`config.mk`:
```
export PLATFORM = sky130hd
export DESIGN_NAME = trdb_filter_ranges_flat
export DESIGN_NICKNAME = d
export VERILOG_FILES = /design/src/rtl/trdb_pkg.sv /design/src/rtl/trdb_filter_ranges_if.sv /design/src/rtl/trdb_range_cmp.sv /design/src/rtl/trdb_filter_ranges.sv /design/src/flat_wrapper.sv
export SDC_FILE = /design/constraint.sdc
export NUM_CORES = 1
export LEC_CHECK = 0
export ABC_AREA = 1
export CORE_AREA = 2 2 163 165
export CTS_BUF_LIST = sky130_fd_sc_hd__clkbuf_16
export DETAILED_ROUTE_END_ITERATION = 16
export DIE_AREA = 0 0 165 167
export PLACE_DENSITY = 0.8
export SYNTH_ARGS = -nofsm -noshare
export SYNTH_HDL_FRONTEND = slang
export SYNTH_SLANG_ARGS = --single-unit
```
`constraint.sdc`:
```
create_clock -name clk_i -period 2.68 [get_ports clk_i]
set_clock_uncertainty 0.2 [all_clocks]
set_input_delay 0.536 -clock clk_i [delete_from_list [all_inputs] [get_ports clk_i]]
set_output_delay 0.536 -clock clk_i [all_outputs]
set_load 0.01 [all_outputs]
```
`src/rtl/trdb_pkg.sv`:
```
// Shared types for the trace debug qualifier: address width, comparator modes, window states.
package trdb_pkg;

  localparam int unsigned XLEN   = 32;
  localparam int unsigned PRIV_W = 2;

  typedef enum logic [1:0] {
    FMODE_OFF     = 2'b00,
    FMODE_INCLUDE = 2'b01,
    FMODE_START   = 2'b10,
    FMODE_STOP    = 2'b11
  } filter_mode_e;

  typedef enum logic {
    WIN_WAIT   = 1'b0,
    WIN_ACTIVE = 1'b1
  } win_state_e;

endpackage

```
`src/rtl/trdb_filter_ranges_if.sv`:
```
// Retirement bus: one retired instruction per cycle, no backpressure.
interface trdb_filter_ranges_if #(
  parameter int unsigned XLEN = trdb_pkg::XLEN
);
  logic                          ivalid;
  logic [XLEN-1:0]               iaddr;
  logic [trdb_pkg::PRIV_W-1:0]   priv;

  modport master (output ivalid, output iaddr, output priv);
  modport slave  (input  ivalid, input  iaddr, input  priv);
endinterface

```
`src/rtl/trdb_range_cmp.sv`:
```
// One address comparator: hit when lower <= addr < higher (unsigned); empty ranges never hit.
module trdb_range_cmp #(
  parameter int unsigned XLEN = trdb_pkg::XLEN
) (
  input  logic [XLEN-1:0] lower_i,
  input  logic [XLEN-1:0] higher_i,
  input  logic [XLEN-1:0] addr_i,
  output logic            hit_c
);
  assign hit_c = (lower_i <= addr_i) && (addr_i < higher_i);
endmodule

```
`src/rtl/trdb_filter_ranges.sv`:
```
// Instruction-trace qualifier: range/priv filtering, start/stop window FSM,
// registered qualify strobe and saturating qualified-instruction counter.
module trdb_filter_ranges
  import trdb_pkg::*;
#(
  parameter int unsigned NRANGES = 4,
  parameter int unsigned XLEN    = trdb_pkg::XLEN,
  parameter int unsigned CNT_W   = 32
) (
  input  logic                             clk_i,
  input  logic                             rst_i,
  trdb_filter_ranges_if.slave              ret_if,
  input  logic                             trace_activated_i,
  input  logic                             apply_filters_i,
  input  logic                             trace_selected_priv_i,
  input  logic [PRIV_W-1:0]                which_priv_i,
  input  logic [NRANGES-1:0][1:0]          range_mode_i,
  input  logic [NRANGES-1:0][XLEN-1:0]     range_lower_i,
  input  logic [NRANGES-1:0][XLEN-1:0]     range_higher_i,
  input  logic                             count_clear_i,
  output logic                             trace_qualified_o,
  output logic                             window_active_o,
  output logic [CNT_W-1:0]                 qual_count_o
);

  logic [NRANGES-1:0] hit;

  for (genvar k = 0; k < NRANGES; k++) begin : g_cmp
    trdb_range_cmp #(.XLEN(XLEN)) u_cmp (
      .lower_i  (range_lower_i[k]),
      .higher_i (range_higher_i[k]),
      .addr_i   (ret_if.iaddr),
      .hit_c    (hit[k])
    );
  end

  win_state_e       state_q, state_d;
  logic             qual_q, qual_d;
  logic [CNT_W-1:0] count_q, count_d;

  logic include_any, include_hit, start_any, start_hit, stop_hit;
  logic priv_ok, window_ok, include_ok, advance;

  // Gate comparator hits by their programmed role.
  always_comb begin
    include_any = 1'b0;
    include_hit = 1'b0;
    start_any   = 1'b0;
    start_hit   = 1'b0;
    stop_hit    = 1'b0;
    for (int k = 0; k < int'(NRANGES); k++) begin
      case (filter_mode_e'(range_mode_i[k]))
        FMODE_INCLUDE: begin
          include_any = 1'b1;
          include_hit = include_hit | hit[k];
        end
        FMODE_START: begin
          start_any = 1'b1;
          start_hit = start_hit | hit[k];
        end
        FMODE_STOP:  stop_hit = stop_hit | hit[k];
        default:     ;
      endcase
    end
  end

  // Qualification, window FSM next state and counter next value.
  always_comb begin
    include_ok = !include_any || include_hit;
    window_ok  = !start_any || (state_q == WIN_ACTIVE) || start_hit;
    priv_ok    = !trace_selected_priv_i || (ret_if.priv == which_priv_i);
    advance    = ret_if.ivalid && trace_activated_i && apply_filters_i;

    qual_d = ret_if.ivalid && trace_activated_i &&
             (!apply_filters_i || (include_ok && window_ok && priv_ok));

    state_d = state_q;
    if (!trace_activated_i) begin
      state_d = WIN_WAIT;
    end else if (advance) begin
      case (state_q)
        WIN_WAIT:   if (start_hit && !stop_hit) state_d = WIN_ACTIVE;
        WIN_ACTIVE: if (stop_hit)               state_d = WIN_WAIT;
        default:    state_d = WIN_WAIT;
      endcase
    end

    count_d = count_q;
    if (count_clear_i) begin
      count_d = '0;
    end else if (qual_d && (count_q != {CNT_W{1'b1}})) begin
      count_d = count_q + CNT_W'(1);
    end
  end

  always_ff @(posedge clk_i) begin
    if (rst_i) begin
      state_q <= WIN_WAIT;
      qual_q  <= 1'b0;
      count_q <= '0;
    end else begin
      state_q <= state_d;
      qual_q  <= qual_d;
      count_q <= count_d;
    end
  end

  assign trace_qualified_o = qual_q;
  assign window_active_o   = (state_q == WIN_ACTIVE);
  assign qual_count_o      = count_q;

endmodule

```
`src/flat_wrapper.sv`:
```
// flat-port wrapper written by rule: the top's interface ports become plain ports
module trdb_filter_ranges_flat import trdb_pkg::*;
#(
  parameter int unsigned NRANGES = 4,
  parameter int unsigned XLEN    = trdb_pkg::XLEN,
  parameter int unsigned CNT_W   = 32
)
  (clk_i, rst_i, trace_activated_i, apply_filters_i, trace_selected_priv_i, which_priv_i, range_mode_i, range_lower_i, range_higher_i, count_clear_i, trace_qualified_o, window_active_o, qual_count_o, ret_if_ivalid, ret_if_iaddr, ret_if_priv);
  trdb_filter_ranges_if #(.XLEN(XLEN)) ret_if_i ();
  input  logic clk_i;
  input  logic rst_i;
  input  logic trace_activated_i;
  input  logic apply_filters_i;
  input  logic trace_selected_priv_i;
  input  logic [PRIV_W-1:0] which_priv_i;
  input  logic [NRANGES-1:0][1:0] range_mode_i;
  input  logic [NRANGES-1:0][XLEN-1:0] range_lower_i;
  input  logic [NRANGES-1:0][XLEN-1:0] range_higher_i;
  input  logic count_clear_i;
  output logic trace_qualified_o;
  output logic window_active_o;
  output logic [CNT_W-1:0] qual_count_o;
  input wire logic [$bits(ret_if_i.ivalid)-1:0] ret_if_ivalid;
  input wire logic [$bits(ret_if_i.iaddr)-1:0] ret_if_iaddr;
  input wire logic [$bits(ret_if_i.priv)-1:0] ret_if_priv;
  assign ret_if_i.ivalid = ret_if_ivalid;
  assign ret_if_i.iaddr = ret_if_iaddr;
  assign ret_if_i.priv = ret_if_priv;
  trdb_filter_ranges #(.NRANGES(NRANGES), .XLEN(XLEN), .CNT_W(CNT_W)) u_core (.clk_i(clk_i), .rst_i(rst_i), .ret_if(ret_if_i), .trace_activated_i(trace_activated_i), .apply_filters_i(apply_filters_i), .trace_selected_priv_i(trace_selected_priv_i), .which_priv_i(which_priv_i), .range_mode_i(range_mode_i), .range_lower_i(range_lower_i), .range_higher_i(range_higher_i), .count_clear_i(count_clear_i), .trace_qualified_o(trace_qualified_o), .window_active_o(window_active_o), .qual_count_o(qual_count_o));
endmodule
```
PDN straps and rails:
Bar = 50 um. Pins as bars on the die edge.
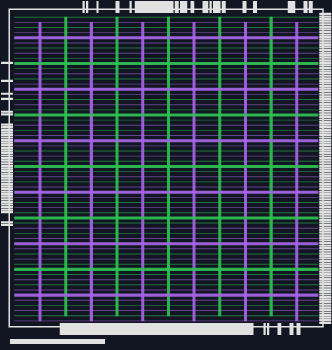
net	colour
VDD	green
VSS	purple
rows	59
signal pins	341
met5 straps	11
met4 straps	11
met1 rails	60

Placed cells, one colour a class:
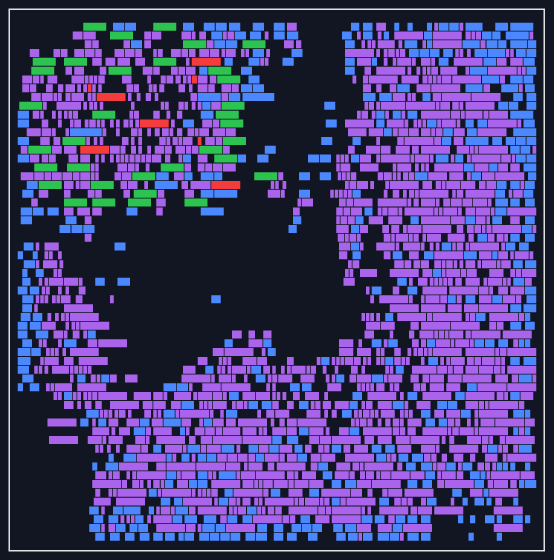
class	colour	cells	share of their area
clock drivers and dummy loads	red	8	0.90%
all other logic	purple	1,263	69%
flops	green	34	4.4%
other buffers and delay cells	blue	438	26%

Routed clock nets over the placement:
Bar = 50 um.
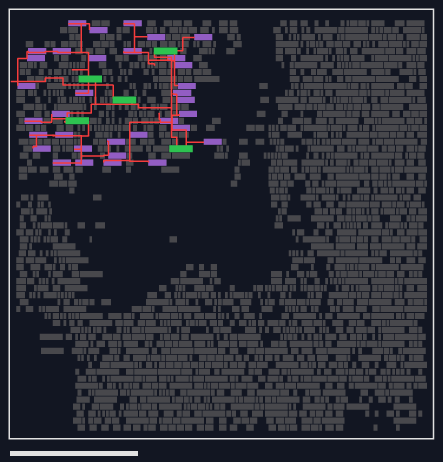
[cells driving clock nets] green | count: 5
[clock wires] red | length: 534 um
[flip-flops] purple | count: 34
routed clock nets	6
Skew-Pair Late Insertion Delay: 0.29 ns
Clk network pwr share: 16.4%
power in the clock group: 560 uW

==> results.sh <==
# physical design summary
export IMPL_failed_checks="setup timing"
export IMPL_num_rows=59
export IMPL_synth_async_reset_ratio_pct=0
export IMPL_startpoint_type="input port"
export IMPL_postCtsResizedCells=1022
export IMPL_crit_path_max_fanout=6
export IMPL_drtPass1Iterations=7
export IMPL_warnings=28
export IMPL_syn_num_nets=1872
export IMPL_min_period_over_period_pct=114
export IMPL_common_cells="nand2_1 (276), ha_1 (253), inv_1 (223), a21oi_1 (120), nor2_1 (87)"
export IMPL_post_place_ws_ns=-1.02
export IMPL_drt_iter0_markers=904
export IMPL_drcViolationCount=0
export IMPL_top_level_ports=341
export IMPL_vias_in_the_first_global_route=12200
export IMPL_relSlewSlack_pct=65.2
export IMPL_ys_seq_share_pct=7.67
export IMPL_numPortBuffers=340
export IMPL_r2r_cells=11
export IMPL_layout_min_cycle_time_ns=3.06
export IMPL_min_path_cells=2
export IMPL_gate_count_of_the_mapped_netlist=1312
export IMPL_postSynthAreaPerCell_sq_um=6.76
export IMPL_grt_first_pass_wirelength_mm=64.8
export IMPL_final_critical_path_setup_slack_ns=-0.384
export IMPL_worstHoldStart="u_core.qual_count_o[31]"
export IMPL_cts_hold_buf=0
export IMPL_power_leakage_nw=7.16
export IMPL_fin_cells=2102
export IMPL_placedCellCount=2034
export IMPL_finalSetupViolations=34
export IMPL_outcome="finished, violations left"
export IMPL_ys_warnings_count=0
export IMPL_grt_setup_unrepaired="yes"
export IMPL_postCtsSetupBuffers=33
export IMPL_fmaxAchievable_ghz=0.326
export IMPL_die_size_y_um=167
export IMPL_endpoint_kind="register"
export IMPL_final_antenna_net_count=0
export IMPL_ys_flop_type="dfxtp_1"
export IMPL_final_fill_count=2072
Routed metal, one colour a layer:
Bar = 50 um.
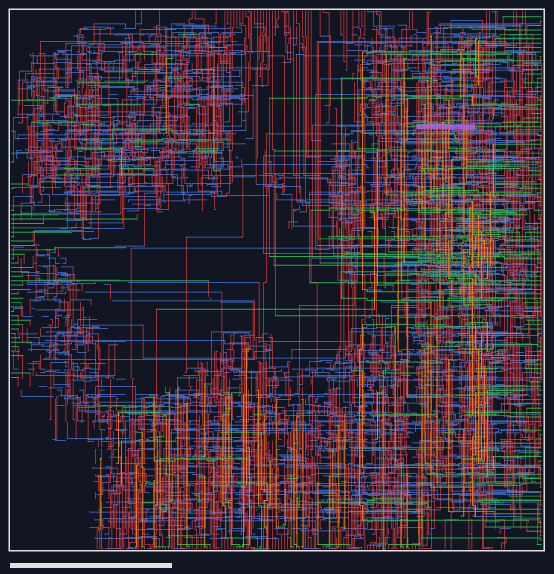
layer	colour	wire length
met4	orange	3,150 um
met2	red	21.8 mm
met3	green	4,590 um
met1	blue	16,200 um
met5	purple	16.6 um
per-cell routed wire length: 21.8 um
vias post-DR: 11,600
combined global-route utilization of all metal layers: 30.3%

Clock nets:
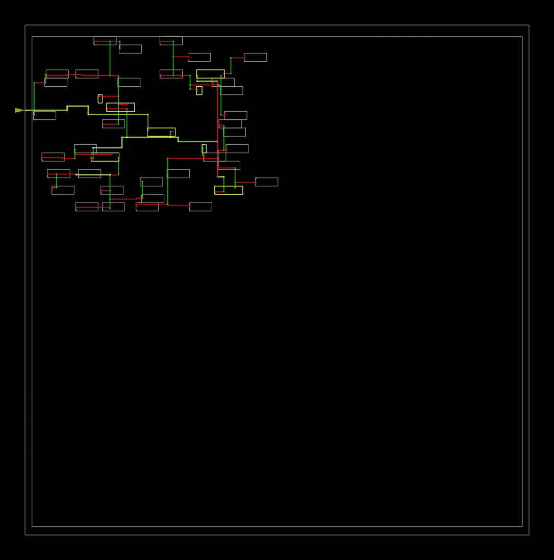
number of CTS-inserted buffers: 5
total clock sinks: 34
Seq Cell Count: 34

-- worst max-delay path by stage --
stage	from	to	slack, ns
after detailed placement	ret_if_iaddr[26]	u_core.qual_count_o[19]	-1.02
after CTS	ret_if_iaddr[29]	u_core.qual_count_o[1]	-0.21
after global placement	ret_if_iaddr[2]	u_core.qual_count_o[20]	-0.98
after global routing	range_lower_i[127]	u_core.qual_count_o[1]	-0.51
final	ret_if_iaddr[26]	u_core.qual_count_o[1]	-0.38
after floorplan	ret_if_iaddr[31]	u_core.qual_count_o[29]	0.04
-- layout by cell type (no fill, tap or decap), types with 16 or more instances in the layout --
cell type / instances
ha_4: 124
diode_2: 24
nor3_1: 24
dlygate4sd2_1: 188
dfxtp_1: 34
o21ai_1: 17
clkdlybuf4s15_1: 29
nand2_1: 207
a21oi_2: 88
buf_2: 34
nor2_2: 16
nor2_1: 71
buf_4: 66
buf_6: 30
ha_2: 16
ha_1: 113
a21oi_1: 56
inv_2: 88
nand2_4: 17
nand2_2: 90
xor2_1: 28
inv_1: 124
clkdlybuf4s50_1: 55
nand4_1: 57
-- critical path, stage by stage --
cell,delay [ns]
buf_8,0.13
buf_6,0.13
ha_1,0.32
nand2_1,0.13
inv_2,0.06
nand3_1,0.08
a31oi_1,0.11
nor2_1,0.18
nand2_2,0.10
a21oi_4,0.17
nand3_2,0.11
nand2_2,0.08
nor2_1,0.04
nand2_1,0.08
nand3_2,0.09
nand2_4,0.13
nand3_4,0.11
buf_12,0.16
buf_12,0.13
nand2_2,0.05
nand2_1,0.05
nor2_1,0.09
-- metal layers --
metal  up-vias  wire length [um]  track usage [%]
met5         -                16                0
met4         2              3150             19.2
met3       251              4590             7.15
met2       675             21800             52.8
met1      5419             16200             32.7
li1       5301                 -                -
-- power groups by stage --
stage | Clock [mW] | Combinational (mW) | Sequential (mW)
floorplan | 0 | 0.805 | 0.520
global placement | 0 | 1.60 | 0.520
detailed placement | 0 | 1.65 | 0.520
CTS | 0.559 | 2.09 | 0.509
global route | 0.587 | 2.54 | 0.509
finish | 0.560 | 2.35 | 0.509
-- logic make-up after synthesis --
group	Yosys count	synth area share, %
xor gates and xnor gates	32	3.16
and+or+nand+nor	544	29.0
adders and majority gates	253	35.7
DFF	34	7.67
buffers and inverters	244	10.9
AOI/OAI and AO/OA	205	13.6
-- stage by stage --
step	setup TNS [ns]	cell area (sq um)	power, mW	util, %
2_1_floorplan	0	8870	1.32	-
5_1_grt	-15.19	15800	3.64	61.4
3_3_place_gp	-32.30	13100	2.12	50.8
4_1_cts	-6.09	15500	3.15	60.1
6_report	-11.04	15800	3.42	61.4
3_5_place_dp	-33.81	13100	2.17	50.8
-- final cells by class --
class	instances	area, sq um	area share [%]
Antenna cell	24	60.1	0.380
Clock buffer	5	125	0.791
Clock inverter	3	12.5	0.0791
Inverter	229	928	5.87
Multi-Input combinational cell	1034	9590	60.6
Sequential cell	34	681	4.30
Tap cell	335	419	2.65
Timing Repair Buffer	438	4010	25.3
-- state kept, by name, summed over array words and instances, names as in the netlist --
signal / cells
u_core.window_active_o: 1
u_core.qual_count_o: 32
u_core.trace_qualified_o: 1
Power and IR drop assume default switching activity.
